File: src/rtl/decode_stage_if.sv
// Bundle of signals between fetch, decode, execute and write-back as seen by the decode stage.
// The master side drives the fetch latch and pipeline feedback; the slave side is the decode stage.
interface decode_stage_if;
    logic        if_valid;
    logic [31:0] if_instr;
    logic [31:0] if_npc;
    logic        wb_wen;
    logic [4:0]  wb_wsel;
    logic [31:0] wb_wdat;
    logic        ex_memread;
    logic [4:0]  ex_rt;
    logic        ex_stall;
    logic        flush;
    logic        stall;
    logic        id_valid;
    logic [31:0] id_npc;
    logic [5:0]  id_opcode;
    logic [5:0]  id_funct;
    logic [4:0]  id_shamt;
    logic [4:0]  id_rs;
    logic [4:0]  id_rt;
    logic [4:0]  id_rd;
    logic [31:0] id_rdat1;
    logic [31:0] id_rdat2;
    logic [31:0] id_imm;
    logic        id_halt;
    logic        halted;

    modport master (
        output if_valid, if_instr, if_npc, wb_wen, wb_wsel, wb_wdat,
               ex_memread, ex_rt, ex_stall, flush,
        input  stall, id_valid, id_npc, id_opcode, id_funct, id_shamt,
               id_rs, id_rt, id_rd, id_rdat1, id_rdat2, id_imm, id_halt, halted
    );

    modport slave (
        input  if_valid, if_instr, if_npc, wb_wen, wb_wsel, wb_wdat,
               ex_memread, ex_rt, ex_stall, flush,
        output stall, id_valid, id_npc, id_opcode, id_funct, id_shamt,
               id_rs, id_rt, id_rd, id_rdat1, id_rdat2, id_imm, id_halt, halted
    );
endinterface

File: src/rtl/decode_stage.sv
// MIPS decode stage: register file with write-back bypass, load-use hazard detection,
// halt tracking and the registered decode latch handed to execute.
module decode_stage #(
    parameter logic [5:0] HALT_OP = 6'h3F,
    parameter int          NREGS   = 32
) (
    input  logic           clk,
    input  logic           rst,
    decode_stage_if.slave  bus
);

    typedef struct packed {
        logic        valid;
        logic [31:0] npc;
        logic [5:0]  opcode;
        logic [5:0]  funct;
        logic [4:0]  shamt;
        logic [4:0]  rs;
        logic [4:0]  rt;
        logic [4:0]  rd;
        logic [31:0] rdat1;
        logic [31:0] rdat2;
        logic [31:0] imm;
        logic        halt;
    } idLatchT;

    logic [31:0] regs [NREGS];
    idLatchT     idLatch;
    idLatchT     decoded;
    logic        haltedReg;
    logic [5:0]  opcode;
    logic [4:0]  rs;
    logic [4:0]  rt;
    logic        usesRt;
    logic        hazard;

    assign opcode = bus.if_instr[31:26];
    assign rs     = bus.if_instr[25:21];
    assign rt     = bus.if_instr[20:16];

    // Register 0 is never written, so after reset it reads zero without a special case.
    always_ff @(posedge clk) begin
        if (rst) begin
            for (int i = 0; i < NREGS; i++) begin
                regs[i] <= '0;
            end
        end else if (bus.wb_wen && bus.wb_wsel != 5'd0) begin
            regs[bus.wb_wsel] <= bus.wb_wdat;
        end
    end

    always_comb begin
        decoded        = '0;
        decoded.valid  = bus.if_valid;
        decoded.npc    = bus.if_npc;
        decoded.opcode = opcode;
        decoded.funct  = bus.if_instr[5:0];
        decoded.shamt  = bus.if_instr[10:6];
        decoded.rs     = rs;
        decoded.rt     = rt;
        decoded.rd     = bus.if_instr[15:11];
        decoded.halt   = bus.if_valid && (opcode == HALT_OP);
        decoded.rdat1  = (bus.wb_wen && bus.wb_wsel == rs && rs != 5'd0) ? bus.wb_wdat : regs[rs];
        decoded.rdat2  = (bus.wb_wen && bus.wb_wsel == rt && rt != 5'd0) ? bus.wb_wdat : regs[rt];
        case (opcode)
            6'h0C, 6'h0D, 6'h0E: decoded.imm = {16'h0000, bus.if_instr[15:0]};
            6'h0F:               decoded.imm = {bus.if_instr[15:0], 16'h0000};
            default:             decoded.imm = {{16{bus.if_instr[15]}}, bus.if_instr[15:0]};
        endcase
    end

    // Only R-type, branches and stores actually read rt as a source operand.
    assign usesRt = (opcode == 6'h00) || (opcode == 6'h04) || (opcode == 6'h05) || (opcode == 6'h2B);
    assign hazard = bus.if_valid && bus.ex_memread && (bus.ex_rt != 5'd0) &&
                    ((bus.ex_rt == rs) || (usesRt && bus.ex_rt == rt));
    assign bus.stall = hazard || bus.ex_stall || haltedReg;

    // Flush must win over ex_stall so a squashed instruction never survives a held latch.
    always_ff @(posedge clk) begin
        if (rst) begin
            idLatch   <= '0;
            haltedReg <= 1'b0;
        end else if (bus.flush) begin
            idLatch <= '0;
        end else if (bus.ex_stall) begin
            idLatch <= idLatch;
        end else if (haltedReg || hazard) begin
            idLatch <= '0;
        end else begin
            idLatch <= decoded;
            if (decoded.halt) begin
                haltedReg <= 1'b1;
            end
        end
    end

    assign bus.id_valid  = idLatch.valid;
    assign bus.id_npc    = idLatch.npc;
    assign bus.id_opcode = idLatch.opcode;
    assign bus.id_funct  = idLatch.funct;
    assign bus.id_shamt  = idLatch.shamt;
    assign bus.id_rs     = idLatch.rs;
    assign bus.id_rt     = idLatch.rt;
    assign bus.id_rd     = idLatch.rd;
    assign bus.id_rdat1  = idLatch.rdat1;
    assign bus.id_rdat2  = idLatch.rdat2;
    assign bus.id_imm    = idLatch.imm;
    assign bus.id_halt   = idLatch.halt;
    assign bus.halted    = haltedReg;

endmodule

File: src/flat_wrapper.sv
// flat-port wrapper written by rule: the top's interface ports become plain ports
module decode_stage_flat 
#(
    parameter logic [5:0] HALT_OP = 6'h3F,
    parameter int          NREGS   = 32
)
  (clk, rst, bus_if_valid, bus_if_instr, bus_if_npc, bus_wb_wen, bus_wb_wsel, bus_wb_wdat, bus_ex_memread, bus_ex_rt, bus_ex_stall, bus_flush, bus_stall, bus_id_valid, bus_id_npc, bus_id_opcode, bus_id_funct, bus_id_shamt, bus_id_rs, bus_id_rt, bus_id_rd, bus_id_rdat1, bus_id_rdat2, bus_id_imm, bus_id_halt, bus_halted);
  decode_stage_if bus_i ();
  input  logic clk;
  input  logic rst;
  input wire logic [$bits(bus_i.if_valid)-1:0] bus_if_valid;
  input wire logic [$bits(bus_i.if_instr)-1:0] bus_if_instr;
  input wire logic [$bits(bus_i.if_npc)-1:0] bus_if_npc;
  input wire logic [$bits(bus_i.wb_wen)-1:0] bus_wb_wen;
  input wire logic [$bits(bus_i.wb_wsel)-1:0] bus_wb_wsel;
  input wire logic [$bits(bus_i.wb_wdat)-1:0] bus_wb_wdat;
  input wire logic [$bits(bus_i.ex_memread)-1:0] bus_ex_memread;
  input wire logic [$bits(bus_i.ex_rt)-1:0] bus_ex_rt;
  input wire logic [$bits(bus_i.ex_stall)-1:0] bus_ex_stall;
  input wire logic [$bits(bus_i.flush)-1:0] bus_flush;
  output wire logic [$bits(bus_i.stall)-1:0] bus_stall;
  output wire logic [$bits(bus_i.id_valid)-1:0] bus_id_valid;
  output wire logic [$bits(bus_i.id_npc)-1:0] bus_id_npc;
  output wire logic [$bits(bus_i.id_opcode)-1:0] bus_id_opcode;
  output wire logic [$bits(bus_i.id_funct)-1:0] bus_id_funct;
  output wire logic [$bits(bus_i.id_shamt)-1:0] bus_id_shamt;
  output wire logic [$bits(bus_i.id_rs)-1:0] bus_id_rs;
  output wire logic [$bits(bus_i.id_rt)-1:0] bus_id_rt;
  output wire logic [$bits(bus_i.id_rd)-1:0] bus_id_rd;
  output wire logic [$bits(bus_i.id_rdat1)-1:0] bus_id_rdat1;
  output wire logic [$bits(bus_i.id_rdat2)-1:0] bus_id_rdat2;
  output wire logic [$bits(bus_i.id_imm)-1:0] bus_id_imm;
  output wire logic [$bits(bus_i.id_halt)-1:0] bus_id_halt;
  output wire logic [$bits(bus_i.halted)-1:0] bus_halted;
  assign bus_i.if_valid = bus_if_valid;
  assign bus_i.if_instr = bus_if_instr;
  assign bus_i.if_npc = bus_if_npc;
  assign bus_i.wb_wen = bus_wb_wen;
  assign bus_i.wb_wsel = bus_wb_wsel;
  assign bus_i.wb_wdat = bus_wb_wdat;
  assign bus_i.ex_memread = bus_ex_memread;
  assign bus_i.ex_rt = bus_ex_rt;
  assign bus_i.ex_stall = bus_ex_stall;
  assign bus_i.flush = bus_flush;
  assign bus_stall = bus_i.stall;
  assign bus_id_valid = bus_i.id_valid;
  assign bus_id_npc = bus_i.id_npc;
  assign bus_id_opcode = bus_i.id_opcode;
  assign bus_id_funct = bus_i.id_funct;
  assign bus_id_shamt = bus_i.id_shamt;
  assign bus_id_rs = bus_i.id_rs;
  assign bus_id_rt = bus_i.id_rt;
  assign bus_id_rd = bus_i.id_rd;
  assign bus_id_rdat1 = bus_i.id_rdat1;
  assign bus_id_rdat2 = bus_i.id_rdat2;
  assign bus_id_imm = bus_i.id_imm;
  assign bus_id_halt = bus_i.id_halt;
  assign bus_halted = bus_i.halted;
  decode_stage #(.HALT_OP(HALT_OP), .NREGS(NREGS)) u_core (.clk(clk), .rst(rst), .bus(bus_i));
endmodule
File: config.mk
export PLATFORM = sky130hd
export DESIGN_NAME = decode_stage_flat
export DESIGN_NICKNAME = d
export VERILOG_FILES = /design/src/rtl/decode_stage_if.sv /design/src/rtl/decode_stage.sv /design/src/flat_wrapper.sv
export SDC_FILE = /design/constraint.sdc
export NUM_CORES = 2
export LEC_CHECK = 0
export CAP_MARGIN = 20
export CORE_ASPECT_RATIO = 1.75
export CORE_MARGIN = 2
export CORE_UTILIZATION = 35
export CTS_CLUSTER_SIZE = 30
export DETAILED_ROUTE_END_ITERATION = 6
export GPL_TIMING_DRIVEN = 1
export PLACE_DENSITY = 0.55
export SETUP_SLACK_MARGIN = 0.05
export SLEW_MARGIN = 0
export SYNTH_ARGS = -nofsm -noshare
export SYNTH_HDL_FRONTEND = slang
export SYNTH_SLANG_ARGS = --single-unit
export TNS_END_PERCENT = 100
File: constraint.sdc
create_clock -name clk -period 3.1 [get_ports clk]
set_clock_uncertainty 0.1 [all_clocks]
set_input_delay 0.31 -clock clk [delete_from_list [all_inputs] [get_ports clk]]
set_output_delay 0.31 -clock clk [all_outputs]
set_load 0.05 [all_outputs]
==> images/pinout.png <==
Drawn at 0.5 px/µm. Pins as bars across the die edge, other pins in gray.
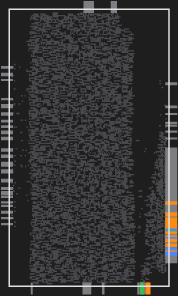
| port | color | pins | direction | edge |
|---|---|---|---|---|
| bus_id_imm | orange | 32 | output | 27 right, 5 bottom |
| bus_id_shamt | green | 5 | output | 4 bottom, 1 right |
| bus_id_funct | blue | 6 | output | right |

==> images/port_trees.png <==
Drawn at 1 px/µm.
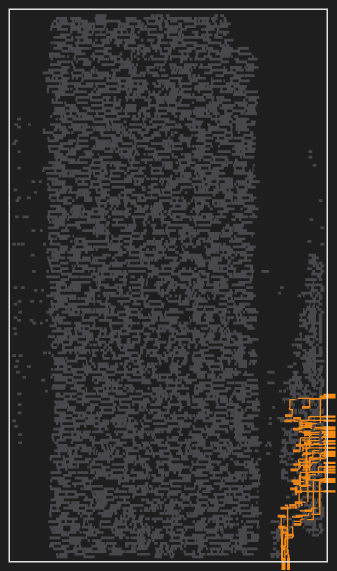
| port | color | bits | direction | edge | end cells | buffers | wire |
|---|---|---|---|---|---|---|---|
| bus_id_imm | orange | 32 | output | 27 right, 5 bottom | 32 | 32 | 1,420 µm |

==> images/layers.png <==
Drawn at 1 px/µm.
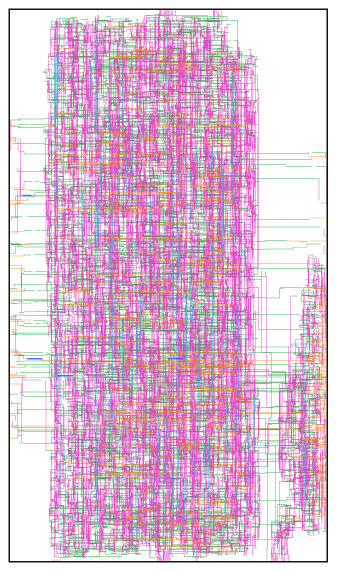
| layer | color | wire length |
|---|---|---|
| M1 | green | 84.5 mm |
| M5 | blue | 48.8 µm |
| M4 | cyan | 8,350 µm |
| M2 | magenta | 115 mm |
| M3 | orange | 15,900 µm |

==> images/ff_map.png <==
Drawn at 1 px/µm. Other sequential cells in the stronger gray, the rest of the logic in the fainter gray.
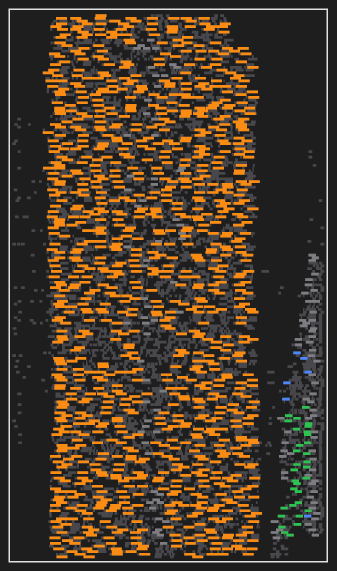
| name in the netlist | color | sequential cells |
|---|---|---|
| u_core.regs | orange | 1,024 |
| u_core.bus.id_imm | green | 32 |
| u_core.bus.id_opcode | blue | 6 |

==> flow_summary.toml <==
# yosys + openroad results
[power]
seq_power_share_pct = 48.6

[global_route]
grt_use_total_pct = 25.34
grt_pass1_vias = 41680
antenna_found_initial = 17
gr-usage-met1_pct = 30.90

[place]
pre_cts_slack_ns = 0.05214

[synth]
ys_seq_elements = 1187
yosysWarnings = 0
yosysChipArea_um2 = 59850
synth_cell_type_count = 51
yosys.area_share.adder_pct = 0

[status]
status = "completed"

[cells_and_area]
layout_top_cell = "edfxtp_1"
sh_seq_area_pct = 47.43
nonClkBufAreaFrac_pct = 9.190
final_area_um2 = 71710
clock_buffer_count = 146

[die]
pin_count = 277
fp_util_pct = 35.28
fp.coreArea_um2 = 169700

[run]
drv_cap = 0

[final_timing]
rsz0062_at_grt = "false"
setup_viol = 0
fin_crit_ns = 2.906
worst_slack_ns = 0.1942
timing.hold.ws_ns = 0.1047

[setup_path]
critPathMaxStageDelay_ns = 0.54

[clock_tree]
cts_tree = "yes"
clock_path_buffers = 3

[routing]
antenna_left = 0
## path summary, 6_finish.rpt
path	slack, ns	endpoint	start
worst min register to register	0.37	u_core.bus.id_imm[7]	u_core.bus.id_imm[7]
worst min-delay path	0.10	u_core.bus.id_npc[22]	bus_if_npc[22]
worst max-delay path	0.19	bus_stall	bus_ex_rt[2]
worst max register to register	0.81	u_core.bus.id_rdat2[0]	u_core.regs[31][0]
## worst register-to-register path, stage by stage, from the launching register on
cell       delay, ns
edfxtp_1        0.39
mux4_2          0.50
nand2_1         0.08
nand3_1         0.13
o2111ai_1       0.31
o21ai_0         0.20
buf_4           0.19
a221o_1         0.28
